### config.mk
export PLATFORM = sky130hd
export DESIGN_NAME = note_sequencer
export DESIGN_NICKNAME = d
export VERILOG_FILES = /design/src/rtl/note_sequencer.sv
export SDC_FILE = /design/constraint.sdc
export NUM_CORES = 1
export LEC_CHECK = 0
export CORE_MARGIN = 8
export CORE_UTILIZATION = 55
export DETAILED_ROUTE_END_ITERATION = 16
export PLACE_DENSITY = 0.85
export SLEW_MARGIN = 25
export SYNTH_ARGS = -nofsm -noshare
export SYNTH_HDL_FRONTEND = slang
export SYNTH_SLANG_ARGS = --single-unit
export TNS_END_PERCENT = 5
### constraint.sdc
create_clock -name clk -period 3.54 [get_ports clk]
set_clock_uncertainty 0.15 [all_clocks]
set_input_delay 0.531 -clock clk [delete_from_list [all_inputs] [get_ports clk]]
set_output_delay 0.531 -clock clk [all_outputs]
set_load 0.05 [all_outputs]
### src/rtl/note_sequencer.sv
// note_sequencer
//   Programmable step sequencer driving the 6-bit note index of the frequency
//   selector. Holds DEPTH pattern entries {rest, note[5:0], dur[5:0]} and plays
//   them in order. Each step lasts dur tempo ticks of TICK_DIV clocks. With
//   GAP_EN set, the gate drops for the final tick of any step of two or more
//   ticks. Playback is one-shot, or looped when loop_en is high at the end of
//   the pattern.
//
// Ports
//   clk          system clock
//   rst_n        asynchronous active-low reset (pattern memory is kept)
//   wr_en        pattern write strobe, honoured only while idle
//   wr_addr      entry address
//   wr_data      {rest, note[5:0], dur[5:0]}; dur=0 terminates the pattern
//   start        begin playback at entry 0 (sampled while idle)
//   stop         abort playback; wins over start and over a step end
//   loop_en      wrap to entry 0 instead of finishing at end of pattern
//   freq_select  note index to the frequency selector (held through rests)
//   gate         note sounding
//   step         index of the entry being played
//   busy         playback active
//   done         one-cycle pulse on natural end of pattern
module note_sequencer #(
  parameter int DEPTH      = 16,
  parameter int TICK_DIV   = 250000,
  parameter int GAP_EN     = 1,
  parameter int RESET_NOTE = 33,
  localparam int AW = $clog2(DEPTH),
  localparam int TW = (TICK_DIV > 1) ? $clog2(TICK_DIV) : 1
) (
  input  logic          clk,
  input  logic          rst_n,
  input  logic          wr_en,
  input  logic [AW-1:0] wr_addr,
  input  logic [12:0]   wr_data,
  input  logic          start,
  input  logic          stop,
  input  logic          loop_en,
  output logic [5:0]    freq_select,
  output logic          gate,
  output logic [AW-1:0] step,
  output logic          busy,
  output logic          done
);

  typedef enum logic {S_IDLE, S_PLAY} state_t;

  state_t        state;
  logic [12:0]   mem [DEPTH];
  logic [TW-1:0] tick_cnt;
  logic [5:0]    dur_cnt;
  logic [5:0]    cur_dur;

  logic          tick;
  logic          step_last;
  logic          gap_next;
  logic [AW:0]   nxt;
  logic [AW-1:0] nxt_addr;
  logic          end_of_pat;
  logic [12:0]   e0;
  logic [12:0]   en;

  logic          ld_en;
  logic [AW-1:0] ld_addr;
  logic [12:0]   ld_entry;
  logic          fin;

  // Pattern memory: no reset, so a pattern survives rst_n. Writes are locked
  // out during playback, which keeps every entry stable while it is read.
  always_ff @(posedge clk) begin
    if (wr_en && !busy) begin
      mem[wr_addr] <= wr_data;
    end
  end

  assign e0       = mem[0];
  assign nxt      = {1'b0, step} + (AW+1)'(1);
  assign nxt_addr = nxt[AW-1:0];
  assign en       = mem[nxt_addr];

  always_comb begin
    tick       = (tick_cnt == TW'(TICK_DIV - 1));
    step_last  = (dur_cnt == (cur_dur - 6'd1));
    // Gate drops on entering the final tick of a step of two or more ticks.
    gap_next   = (GAP_EN != 0) && (cur_dur >= 6'd2) &&
                 ((dur_cnt + 6'd1) == (cur_dur - 6'd1));
    // Wrap past the last entry or a dur=0 terminator both end the pattern.
    end_of_pat = (nxt == (AW+1)'(DEPTH)) || (en[5:0] == 6'd0);
  end

  // Decide whether a new step is loaded on this edge, and from which entry.
  always_comb begin
    ld_en    = 1'b0;
    ld_addr  = '0;
    ld_entry = e0;
    fin      = 1'b0;
    if (state == S_IDLE) begin
      if (start && !stop && (e0[5:0] != 6'd0)) begin
        ld_en = 1'b1;
      end
    end else if (!stop && tick && step_last) begin
      if (end_of_pat) begin
        if (loop_en) begin
          ld_en = 1'b1;
        end else begin
          fin = 1'b1;
        end
      end else begin
        ld_en    = 1'b1;
        ld_addr  = nxt_addr;
        ld_entry = en;
      end
    end
  end

  always_ff @(posedge clk or negedge rst_n) begin
    if (!rst_n) begin
      state       <= S_IDLE;
      freq_select <= 6'(RESET_NOTE);
      gate        <= 1'b0;
      step        <= '0;
      busy        <= 1'b0;
      done        <= 1'b0;
      tick_cnt    <= '0;
      dur_cnt     <= '0;
      cur_dur     <= '0;
    end else begin
      done <= 1'b0;
      if (ld_en) begin
        state    <= S_PLAY;
        busy     <= 1'b1;
        step     <= ld_addr;
        gate     <= ~ld_entry[12];
        cur_dur  <= ld_entry[5:0];
        tick_cnt <= '0;
        dur_cnt  <= '0;
        // A rest keeps the previous pitch so downstream stages see no glitch.
        if (!ld_entry[12]) begin
          freq_select <= ld_entry[11:6];
        end
      end else if (state == S_PLAY) begin
        if (stop || fin) begin
          state <= S_IDLE;
          busy  <= 1'b0;
          gate  <= 1'b0;
          done  <= fin && !stop;
        end else if (tick) begin
          tick_cnt <= '0;
          dur_cnt  <= dur_cnt + 6'd1;
          if (gap_next) begin
            gate <= 1'b0;
          end
        end else begin
          tick_cnt <= tick_cnt + TW'(1);
        end
      end
    end
  end

endmodule

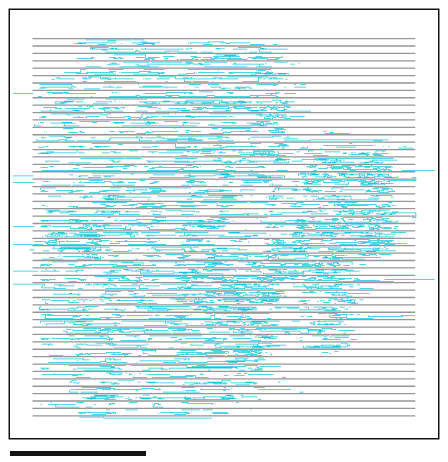
*Metal 1*
Bar = 50 um. Supply wires on this layer in gray.
main direction: horizontal
nets with wire on the layer: 753
longest straight run: 50.1 um
WL final: 24800 um
met1 Use GR: 26.6%
Via Count: 6598

==> reports/qor.csv <==
metric;value;unit
buffers;77;
use_met3;3.84;%
drc;0;
synth-main-ff-cell;edfxtp_1;
r2r_slack;0.06;ns
path_cells;ha_4, buf_12, mux2i_1, mux4_2, nand4_1, nor2_1, a21oi_4, a211oi_4, or4_1, buf_12, o41ai_1;
gp_congestion;0.834;
place_hpwl;16000;um
syn2layout_area_growth;16.3;%
clock.latency.late_pin;0.55;ns
r2r-start;step[1];
viasPerCell;6.29;
synth_cells;692;
cts.sinks;252;
fin_crit;3.48;ns
instances_no_fill;1049;
cts_buffers;27;
rows;51;
final-nonclk-buf-share;5.74;%
grt_pass1_vias;6888;
regMostFlops;mem;
crit_cells;11;
hold_class;reg -> reg;
path_delay_family;simple AND/OR/NAND/NOR gates;
drt_pass1_iterations;5;
worst-r2r-cell-count;11;
critPathRequiredTime;3.82;ns
crit_path_max_fanout;16;
seqPwrFrac;52.2;%
compound_area_share;6.26;%
grt_max_degree;45;
powerDensity;500;nW/um^2
final_antenna_net_count;0;
grt_overflow;0;
top_cell;edfxtp_1;
grtUsageTotal;20.6;%
min_to;tick_cnt[17];
clockBufferCount;32;
r2r-end;tick_cnt[6];
cp_num_buf_inv;2;
xor_share;1.81;%
ios;36;
antenna_found_initial;0;
wire_per_inst;23.7;um
clockBufferDepth;3;
area_dominant_class;registers;
dp_slack;-0.0453;ns
ctsHoldBuffers;0;
cp_slowest_cell;or4_1;
antenna_cells;0;
dpl_cell_area;11900;sq um
taps;265;
largest_register_ffs;208;
switchingPower;1.42;mW
comb_share;27.2;%
ys_chip_area;11000;sq um
status;completed;
syn-cell-area;11000;sq um
io_buffers;35;
maxSlewViolCount;0;
seq_share;57.5;%
inverters;12;
edf_count;208;
layout-drive-gt1-share;20.8;%
end_kind;flip-flop;
wl_met3;2080;um
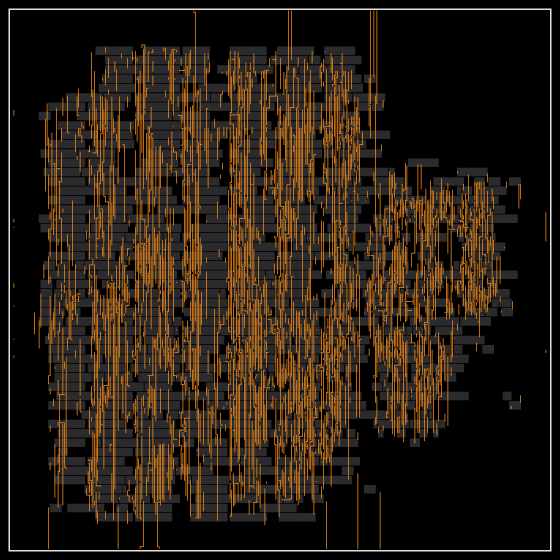
*Signal wires on met2*
Cells faint in the background.
longest straight run: 58.8 um
wire length on this layer: 12300 um
nets with wire on the layer: 709
met2 global-route usage: 34.5%

## power by group through the flow
stage	registers (mW)	logic [mW]	clock network (mW)
floorplan	3.40	0.191	0
global placement	3.39	0.334	0
detailed placement	3.40	0.353	0
CTS	3.34	0.354	2.74
global route	3.34	0.392	2.86
finish	3.34	0.355	2.70
## stage by stage
| step | util, % | power [mW] |
|---|---|---|
| 2_1_floorplan | - | 3.59 |
| 3_3_place_gp | 60.7 | 3.72 |
| 3_5_place_dp | 60.7 | 3.75 |
| 4_1_cts | 65.3 | 6.43 |
| 5_1_grt | 65.5 | 6.59 |
| 6_report | 65.5 | 6.40 |
Power and IR drop assume default switching activity.
